### config.mk
export PLATFORM = sky130hd
export DESIGN_NAME = tank_sprite_renderer
export DESIGN_NICKNAME = d
export VERILOG_FILES = /design/src/rtl/tank_sprite_renderer.sv
export SDC_FILE = /design/constraint.sdc
export NUM_CORES = 1
export LEC_CHECK = 0
export CORE_AREA = 2 2 67 69
export CTS_BUF_LIST = sky130_fd_sc_hd__clkbuf_8
export CTS_CLUSTER_SIZE = 10
export DETAILED_ROUTE_END_ITERATION = 16
export DIE_AREA = 0 0 69 71
export DONT_BUFFER_PORTS = 1
export PLACE_DENSITY_LB_ADDON = 0.25
export SYNTH_ARGS = -nofsm -noshare
export SYNTH_HDL_FRONTEND = slang
export SYNTH_SLANG_ARGS = --single-unit
### constraint.sdc
create_clock -name Clk -period 3 [get_ports Clk]
set_input_delay 0.6 -clock Clk [delete_from_list [all_inputs] [get_ports Clk]]
set_output_delay 0.6 -clock Clk [all_outputs]
set_load 0.02 [all_outputs]
### src/rtl/tank_sprite_renderer.sv
// tank_sprite_renderer
//   Per-pixel sprite lookup for one tank. It sits between the VGA scan
//   counter and the colour mapper. The block decides whether the scan
//   coordinate lies inside the tank's magnified on-screen box. It then
//   forms a sprite ROM address and registers the palette index that comes
//   back. Position, direction, alive state and the animation phase are
//   latched only on frame_start, so a sprite never tears mid-scan.
//
//   Parameters
//     SCALE_SHIFT  magnification as a power of two; box = 16<<SCALE_SHIFT px
//     ANIM_PERIOD  video frames per track-animation toggle while moving (>=1)
//
//   Ports
//     Clk          in   pixel clock
//     Reset        in   synchronous, active-high
//     frame_start  in   one-cycle pulse at start of vertical blank
//     DrawX/DrawY  in   current scan column/row (10 bits)
//     tank_x/y     in   box top-left column/row (10 bits)
//     tank_dir     in   0 left, 1 up, 2 right, 3 down
//     tank_moving  in   tank moved this frame
//     tank_alive   in   0 suppresses drawing
//     rom_row      out  sprite ROM row {dir, anim, sy}, combinational from stage 1
//     rom_col      out  sprite ROM column sx, combinational from stage 1
//     rom_data     in   ROM entry at {rom_row, rom_col}, combinational
//     pixel_hit    out  registered; 1 = opaque tank pixel (2-cycle latency)
//     pixel_index  out  registered palette index, 0 when pixel_hit = 0
module tank_sprite_renderer #(
    parameter int SCALE_SHIFT = 1,
    parameter int ANIM_PERIOD = 8
) (
    input  logic       Clk,
    input  logic       Reset,
    input  logic       frame_start,
    input  logic [9:0] DrawX,
    input  logic [9:0] DrawY,
    input  logic [9:0] tank_x,
    input  logic [9:0] tank_y,
    input  logic [1:0] tank_dir,
    input  logic       tank_moving,
    input  logic       tank_alive,
    output logic [6:0] rom_row,
    output logic [3:0] rom_col,
    input  logic [4:0] rom_data,
    output logic       pixel_hit,
    output logic [4:0] pixel_index
);

    localparam int              BOX      = 16 << SCALE_SHIFT;
    localparam logic [10:0]     BOX_W    = 11'(BOX);
    localparam int              CNT_W    = (ANIM_PERIOD > 1) ? $clog2(ANIM_PERIOD) : 1;
    localparam logic [CNT_W-1:0] CNT_LAST = CNT_W'(ANIM_PERIOD - 1);

    // Inside-box test on 11-bit differences. Bit 10 is the borrow, so a
    // coordinate left of / above the box never aliases into it. Nothing
    // wraps past the right or bottom screen edge.
    function automatic logic box_hit(input logic       alive,
                                     input logic [10:0] dx,
                                     input logic [10:0] dy);
        return alive & ~dx[10] & ~dy[10] & (dx < BOX_W) & (dy < BOX_W);
    endfunction

    // Frame-latched state
    logic [9:0]       pos_x_q, pos_y_q;
    logic [1:0]       dir_q;
    logic             alive_q;
    logic             moving_q;
    logic [CNT_W-1:0] anim_cnt_q, anim_cnt_d;
    logic             anim_q, anim_d;

    // Stage 1 registers
    logic             in_box_p1_q;
    logic [3:0]       sx_p1_q, sy_p1_q;
    logic [1:0]       dir_p1_q;
    logic             anim_p1_q;

    // Stage 2 (output) registers
    logic             hit_p2_q;
    logic [4:0]       index_p2_q;

    logic [10:0]      dx_d, dy_d;
    logic             in_box_d;
    logic [3:0]       sx_d, sy_d;
    logic             hit_d;
    logic [4:0]       index_d;

    assign dx_d     = {1'b0, DrawX} - {1'b0, pos_x_q};
    assign dy_d     = {1'b0, DrawY} - {1'b0, pos_y_q};
    assign in_box_d = box_hit(alive_q, dx_d, dy_d);
    // Downscale to sprite texels. The upper bits of dx/dy are only needed
    // for the bounds test above.
    assign sx_d     = dx_d[SCALE_SHIFT +: 4];
    assign sy_d     = dy_d[SCALE_SHIFT +: 4];

    // Animation advances only on frame_start, and only on the moving flag
    // latched on the previous frame_start.
    always_comb begin
        anim_cnt_d = anim_cnt_q;
        anim_d     = anim_q;
        if (frame_start && moving_q) begin
            if (anim_cnt_q == CNT_LAST) begin
                anim_cnt_d = '0;
                anim_d     = ~anim_q;
            end else begin
                anim_cnt_d = anim_cnt_q + 1'b1;
            end
        end
    end

    // The ROM address is forced to 0 while Reset is held, including the
    // cycles before the first reset edge.
    assign rom_row = Reset ? 7'd0 : {dir_p1_q, anim_p1_q, sy_p1_q};
    assign rom_col = Reset ? 4'd0 : sx_p1_q;

    assign hit_d   = in_box_p1_q & (rom_data != 5'd0);
    assign index_d = hit_d ? rom_data : 5'd0;

    always_ff @(posedge Clk) begin
        if (Reset) begin
            pos_x_q     <= '0;
            pos_y_q     <= '0;
            dir_q       <= '0;
            alive_q     <= 1'b0;
            moving_q    <= 1'b0;
            anim_cnt_q  <= '0;
            anim_q      <= 1'b0;
            in_box_p1_q <= 1'b0;
            sx_p1_q     <= '0;
            sy_p1_q     <= '0;
            dir_p1_q    <= '0;
            anim_p1_q   <= 1'b0;
            hit_p2_q    <= 1'b0;
            index_p2_q  <= '0;
        end else begin
            if (frame_start) begin
                pos_x_q  <= tank_x;
                pos_y_q  <= tank_y;
                dir_q    <= tank_dir;
                alive_q  <= tank_alive;
                moving_q <= tank_moving;
            end
            anim_cnt_q  <= anim_cnt_d;
            anim_q      <= anim_d;
            // ---- stage 1: box test and texel address (pre-update latches) ----
            in_box_p1_q <= in_box_d;
            sx_p1_q     <= sx_d;
            sy_p1_q     <= sy_d;
            dir_p1_q    <= dir_q;
            anim_p1_q   <= anim_q;
            // ---- stage 2: ROM data qualified by box and transparency ----
            hit_p2_q    <= hit_d;
            index_p2_q  <= index_d;
        end
    end

    assign pixel_hit   = hit_p2_q;
    assign pixel_index = index_p2_q;

endmodule

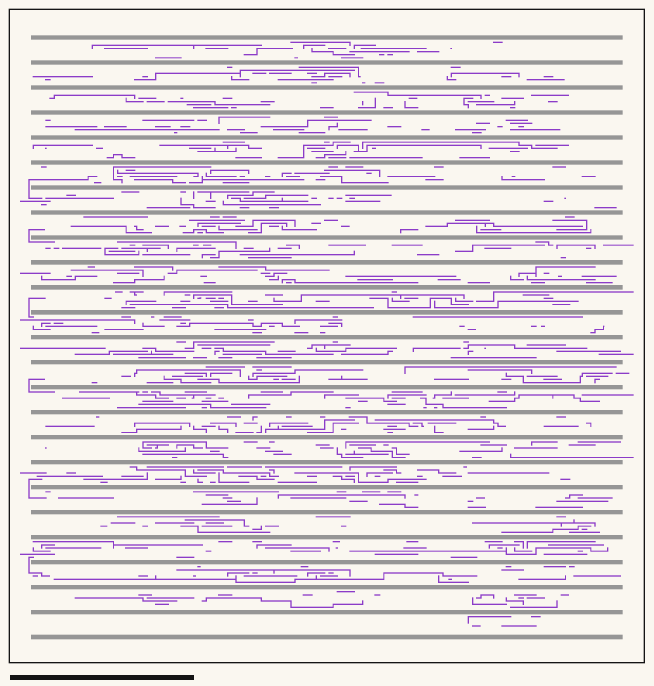
(run_1/layer_met1.png)
Bar = 20 µm. Supply wires on this layer in grey.
share of all routed wire = 49%
main direction = horizontal
wire length on this layer = 2,470 µm
nets with wire on the layer = 343
routed wire length: 5.00 mm
total number of vias: 1,982

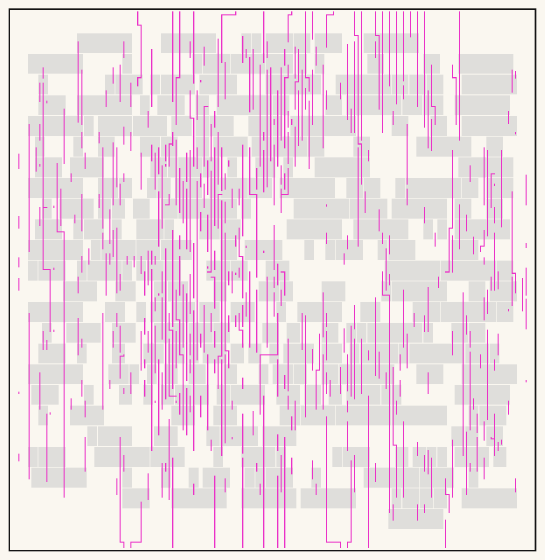
(run_1/layer_met2.png)
nets with wire on the layer = 305
main direction = vertical

==> results.json, run 1 <==
{
  "slew_headroom_pct": 68.1,
  "clk-insertion-delay-late_ns": 0.31,
  "synthSimpleGateAreaFrac_pct": 23.2,
  "yosys-top-cells-count": "dfxtp_1 (46), nor2_1 (40), inv_1 (25), mux2i_1 (25), nor2b_1 (23)",
  "syn_avg_cell_area_um2": 8.77,
  "seq_share_pct": 33.6,
  "grt_antenna_before_repair": 0,
  "cts_tree": "yes",
  "period_minus_slack_ns": 2.34,
  "total_power_uw": 1340,
  "gp_congestion": 0.841,
  "cp_max_fo": 3,
  "yosys.area.top_type": "dfxtp_1",
  "synth_flops": 46,
  "root_buffer": "clkbuf_8",
  "regArea_um2": 921,
  "layout.nets": 369,
  "synth_area_um2": 2620,
  "rsz0062_at_grt": "false",
  "fin_setup_tns_ns": 0,
  "path_delay_family": "simple AND/OR/NAND/NOR gates",
  "fp_util_pct": 62.4,
  "grt_pass1_vias": 1923,
  "switchingPower_uw": 397,
  "worstMarginPinSlew_ns": 0.467,
  "clk_pin_slew_worst_paths_ns": 0.09,
  "final_cells": 348,
  "ys_sh_adder_pct": 11.1,
  "hold_buffers": 0,
  "top_layer": "met4",
  "status": "finished clean",
  "pwr-share-seq_pct": 49.2,
  "worst_hold_path_type": "in -> reg",
  "arrival_ns": 2.57,
  "clkCellAreaFrac_pct": 3.38,
  "final.setup.worst_slack_ns": 0.656,
  "r2r_slack_ns": 0.66,
  "wl_met1_mm": 2.47,
  "ys_sh_xor_pct": 1.67,
  "largest_cell_class": "multi-input combinational cells",
  "cpPeakStageDelay_ns": 0.53,
  "final_core_util_pct": 65.1,
  "grt_pass1_wl_mm": 8.63,
  "dpl.hpwl_mm": 3.76,
  "ys_sh_mux_pct": 9.55,
  "skew_ns": 0.00589,
  "use_met1_pct": 28.6,
  "top_area_share_pct": 35.1,
  "min_path_cells": 1,
  "pg_comb_uw": 288,
  "fp.dieH_um": 71,
  "hold_viol": 0,
  "swShare_pct": 29.7,
  "ir_worst_vdd_mv": 0.214,
  "ys_cells": 299,
  "holdWs_ns": 0.351,
  "signal_buffers": 0,
  "placedCellCount": 340,
  "hold_path.startpoint": "Reset",
  "area_growth_pct": 4.44,
  "die_area_um2": 4900,
  "comb_cells": 217,
  "n_fill_cell": 387,
  "ys_dominant_reg_cell": "dfxtp_1",
  "startpoint_type": "input port",
  "worstSetupPathType": "in -> reg",
  "first_pass_iters": 4,
  "gr-usage-met3_pct": 4.27,
  "nWellTaps": 52,
  "slowest_stage": "or4_1",
  "synth_warnings": 0,
  "use_met2_pct": 35.4,
  "pre_cts_ws_ns": 0.340,
  "powerSeq_uw": 657,
  "topCellsByArea": "dfxtp_1 (35%), ha_1 (9.5%), mux2i_1 (9.5%)",
  "pwr-share-comb_pct": 21.5,
  "p_leak_uw": 0.00116,
  "top_power_group": "sequential cells",
  "comb_area_share_pct": 57.2,
  "diodes": 0,
  "mostFrequentLayoutCell": "dfxtp_1",
  "via_per_inst": 5.70,
  "clock_sinks": 46,
  "setup_violations": 0,
  "top_logic_kind": "simple AND/OR/NAND/NOR gates"
}
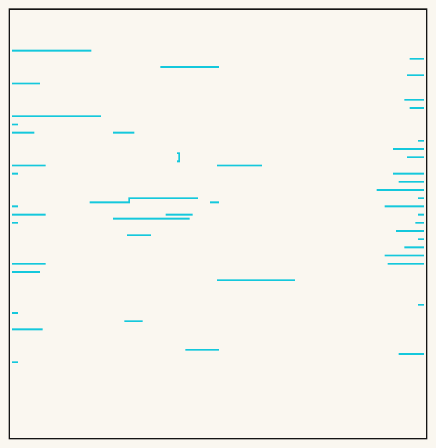
(run_1/layer_met3.png)
main direction = horizontal
share of all routed wire = 4.3%
wire length on this layer = 214 µm
nets with wire on the layer = 43
longest straight run = 14.5 µm

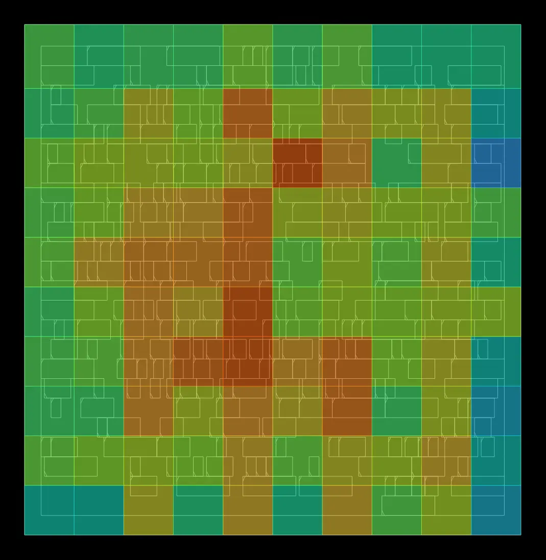
(run_1/congestion.png)
Tot GR Track Use: 21.5%
wire per inst: 14.4 µm
grt peak-use layer: met2

==> run_1/placement_by_type.png <==
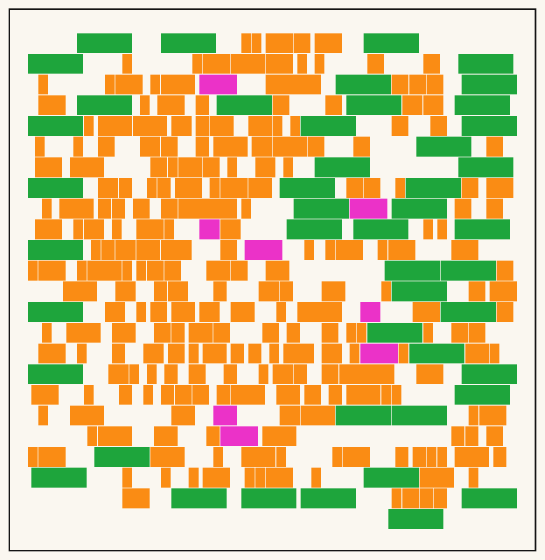

==> run 2, diff against run 1 <==
- clock period: 3 -> 2.2 ns (I/O delays scaled with it)
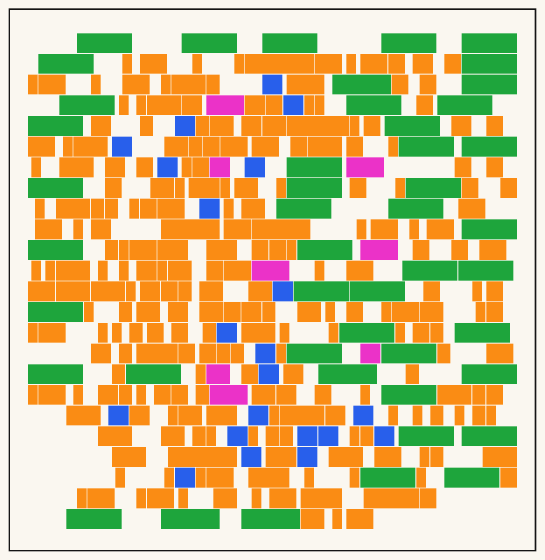
(run_2/placement_by_type.png)
sequential cells -> green  # cells 46
remaining buffers and delay cells -> blue  # cells 21
clock drivers and dummy loads -> magenta  # cells 8
combinational and other logic -> orange  # cells 242
sequential share of cell area: 31.1%
Core Footprint: 4200 µm²
Finished Cell Area: 2980 µm²
final core occ: 70.9%

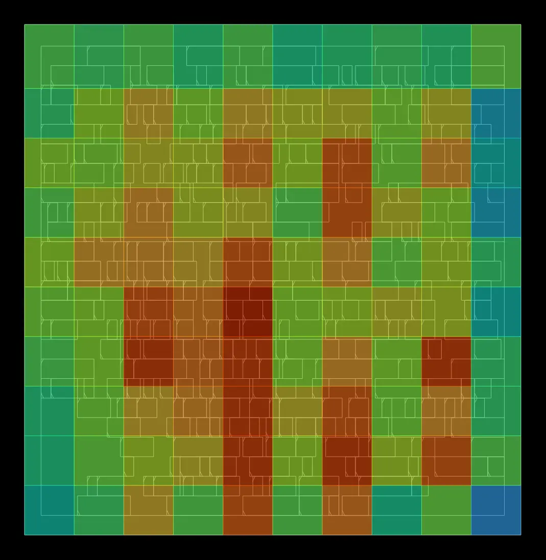
(run_2/congestion.png)
GR Util met3: 5.98%
wire per inst: 15.2 µm
met1 usage: 28.3%
Tot GR Track Use: 22.5%
met2 Track Usage GR: 37.1%

==> results.json, run 2 <==
{
  "ys_sh_mux_pct": 9.55,
  "dpl.hpwl_mm": 4.05,
  "switchingPower_uw": 567,
  "placedCellCount": 358,
  "cp_cell_sequence": "inv_1 > ha_2 > or4_4 > a21oi_4 > or4_4 > nor3_2 > or4_4 > nor4_4",
  "largest_cell_class": "multi-input combinational cells",
  "drc_errors": 0,
  "fin_crit_sh_pct": 99.7,
  "hold_buffers": 0,
  "yosys_area_um2": 2620,
  "grt_pass1_vias": 1948,
  "crit_path_frequent_cell": "or4_4",
  "slowest_stage": "or4_4",
  "warnings": 27,
  "status": "finished clean",
  "worst_hold_path_type": "in -> reg",
  "slew_headroom_pct": 68.4,
  "startpoint_type": "flip-flop",
  "diodes": 0,
  "crit_buf_inv": 1,
  "slew_violations": 0,
  "pg_comb_uw": 475,
  "rsz0062_at_grt": "true",
  "routed-wl-met2_mm": 2.68,
  "synthSimpleGateAreaFrac_pct": 23.2,
  "top_power_group": "sequential cells",
  "wl_met1_mm": 2.57,
  "layout.nets": 390,
  "ios": 69,
  "nWellTaps": 52,
  "hold_path.startpoint": "Reset",
  "wl_met3_um": 306,
  "final.setup.worst_slack_ns": 0.00647,
  "syn_avg_cell_area_um2": 8.77,
  "clkCellAreaFrac_pct": 3.11,
  "cp_max_fo": 3,
  "worstSetupPathType": "reg -> reg",
  "p_leak_uw": 0.00127,
  "power_density_nw_per_um2": 640,
  "clk-insertion-delay-late_ns": 0.30,
  "pre_cts_ws_ns": -0.0218,
  "whs_endpoint": "pos_y_q[0]",
  "yosysMostFrequentCell": "dfxtp_1",
  "powerSeq_uw": 898,
  "rr_endpoint": "in_box_p1_q",
  "combGateArea_um2": 1640,
  "ir_worst_vdd_mv": 0.371,
  "syn_inst": 299,
  "top_area_share_pct": 35.1,
  "yosys.area.top_type": "dfxtp_1",
  "arrival_ns": 2.42,
  "aoi_share_pct": 14.2,
  "maxCapViolations": 0,
  "intPower_uw": 1340,
  "r2r_cells": 8,
  "skew_ns": 0.00624,
  "swShare_pct": 29.8,
  "seq_cells": 46,
  "place_area_um2": 2800,
  "path_delay_family": "simple AND/OR/NAND/NOR gates",
  "clk_pin_slew_worst_paths_ns": 0.09,
  "yosys-top-cells-count": "dfxtp_1 (46), nor2_1 (40), inv_1 (25), mux2i_1 (25), nor2b_1 (23)",
  "topCellsByArea": "dfxtp_1 (35%), ha_1 (9.5%), mux2i_1 (9.5%)",
  "busiest_layer": "met2",
  "wirelength_mm": 5.63,
  "cp-end-kind": "flip-flop",
  "period_minus_slack_ns": 2.19,
  "fp_util_pct": 62.4,
  "worstMarginPinSlew_ns": 0.462,
  "synth_area_um2": 2620,
  "pwr-share-seq_pct": 47.1,
  "cpPeakStageDelay_ns": 0.52,
  "comb_area_share_pct": 55.2,
  "cts_buffer_depth": 2,
  "signal_buffers": 21,
  "grt-ovfl-total": 0,
  "ys_dominant_reg_cell": "dfxtp_1",
  "r2r_slack_ns": 0.006,
  "port-buffer-count": 0,
  "via_per_inst": 5.79,
  "root_buffer": "clkbuf_8",
  "num_rows": 24,
  "top_logic_kind": "simple AND/OR/NAND/NOR gates",
  "comb_cells": 217,
  "first_pass_iters": 4,
  "total_power_uw": 1910,
  "cts_tree": "yes",
  "mostFrequentLayoutCell": "dfxtp_1",
  "clock_sinks": 46,
  "vias": 2137,
  "pwr-share-comb_pct": 24.9,
  "pg_clk_uw": 532,
  "fp.dieH_um": 71,
  "synth_warnings": 0,
  "final_cells": 369,
  "ys_sh_xor_pct": 1.67,
  "setup_violations": 0,
  "max_freq_mhz": 456,
  "n_fill_cell": 350,
  "cp-startpoint": "pos_x_q[3]",
  "grt_pass1_wl_mm": 8.89,
  "ys_cells": 299,
  "synth_flops": 46,
  "grt_antenna_before_repair": 0,
  "gp_congestion": 0.875,
  "fin_setup_tns_ns": 0,
  "area_growth_pct": 13.7,
  "die_area_um2": 4900,
  "ys_sh_adder_pct": 11.1,
  "drive_above_1_share_pct": 16.7,
  "synth_nets": 373,
  "drt_iter0_drc": 97,
  "regArea_um2": 926,
  "holdWs_ns": 0.199,
  "numCtsBuffers": 5,
  "htreeDepth": 2,
  "ys_types": 50,
  "top_layer": "met4",
  "fp.dieW_um": 69,
  "hold_viol": 0,
  "clock_buffers": 5,
  "inverters": 25,
  "min_path_cells": 1,
  "r2r-start": "pos_x_q[3]"
}
==> run 3, diff against run 2 <==
- SLEW_MARGIN: not set -> 20
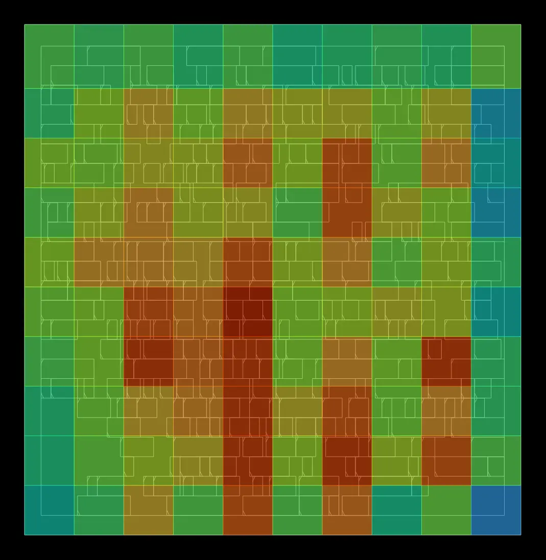
(run_3/congestion.png)

==> results.json, run 3 <==
{
  "htreeDepth": 2,
  "numCtsBuffers": 5,
  "synth_area_um2": 2620,
  "grt_pass1_vias": 1948,
  "fin_setup_tns_ns": 0,
  "aoi_share_pct": 14.2,
  "first_pass_iters": 4,
  "grt_antenna_before_repair": 0,
  "seq_share_pct": 31.1,
  "rr_endpoint": "in_box_p1_q",
  "fin_area_um2": 2980,
  "final_cells": 369,
  "busiest_layer": "met2",
  "n_fill_cell": 350,
  "port-buffer-count": 0,
  "grt-ovfl-total": 0,
  "syn_inst": 299,
  "fp.dieH_um": 71,
  "synth_warnings": 0,
  "synth_nets": 373,
  "r2r-start": "pos_x_q[3]",
  "slowest_stage": "or4_4",
  "status": "finished clean",
  "holdWs_ns": 0.199,
  "gr-usage-met3_pct": 5.98,
  "comb_area_share_pct": 55.2,
  "routed-wl-met2_mm": 2.68,
  "die_area_um2": 4900,
  "cp-end-kind": "flip-flop",
  "use_met2_pct": 37.1,
  "root_buffer": "clkbuf_8",
  "inverters": 25,
  "top_layer": "met4",
  "power_density_nw_per_um2": 640,
  "grt_pass1_wl_mm": 8.89,
  "wl_met1_mm": 2.57,
  "final_core_util_pct": 70.9,
  "gp_congestion": 0.875,
  "p_leak_uw": 0.00127,
  "r2r_cells": 8,
  "startpoint_type": "flip-flop",
  "via_per_inst": 5.79,
  "dpl.hpwl_mm": 4.05,
  "place_area_um2": 2800,
  "drt_iter0_drc": 97,
  "regArea_um2": 926,
  "powerSeq_uw": 898,
  "mostFrequentLayoutCell": "dfxtp_1",
  "diodes": 0,
  "fp.dieW_um": 69,
  "signal_buffers": 21,
  "rsz0062_at_grt": "true",
  "ys_types": 50,
  "path_delay_family": "simple AND/OR/NAND/NOR gates",
  "topCellsByArea": "dfxtp_1 (35%), ha_1 (9.5%), mux2i_1 (9.5%)",
  "total_power_uw": 1910,
  "clock_buffers": 5,
  "ys_sh_xor_pct": 1.67,
  "synth_flops": 46,
  "fin_crit_sh_pct": 99.7
}
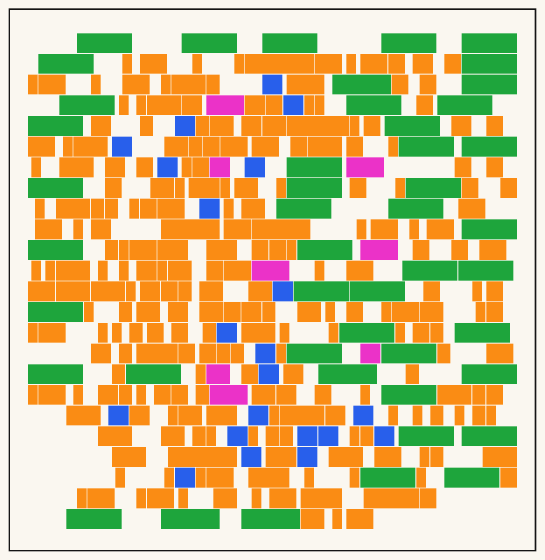
(run_3/placement_by_type.png)
sequential cells -> green  # cells 46
clock drivers and dummy loads -> magenta  # cells 8
remaining buffers and delay cells -> blue  # cells 21
combinational and other logic -> orange  # cells 242
row cnt: 24

Power and IR drop assume default switching activity.
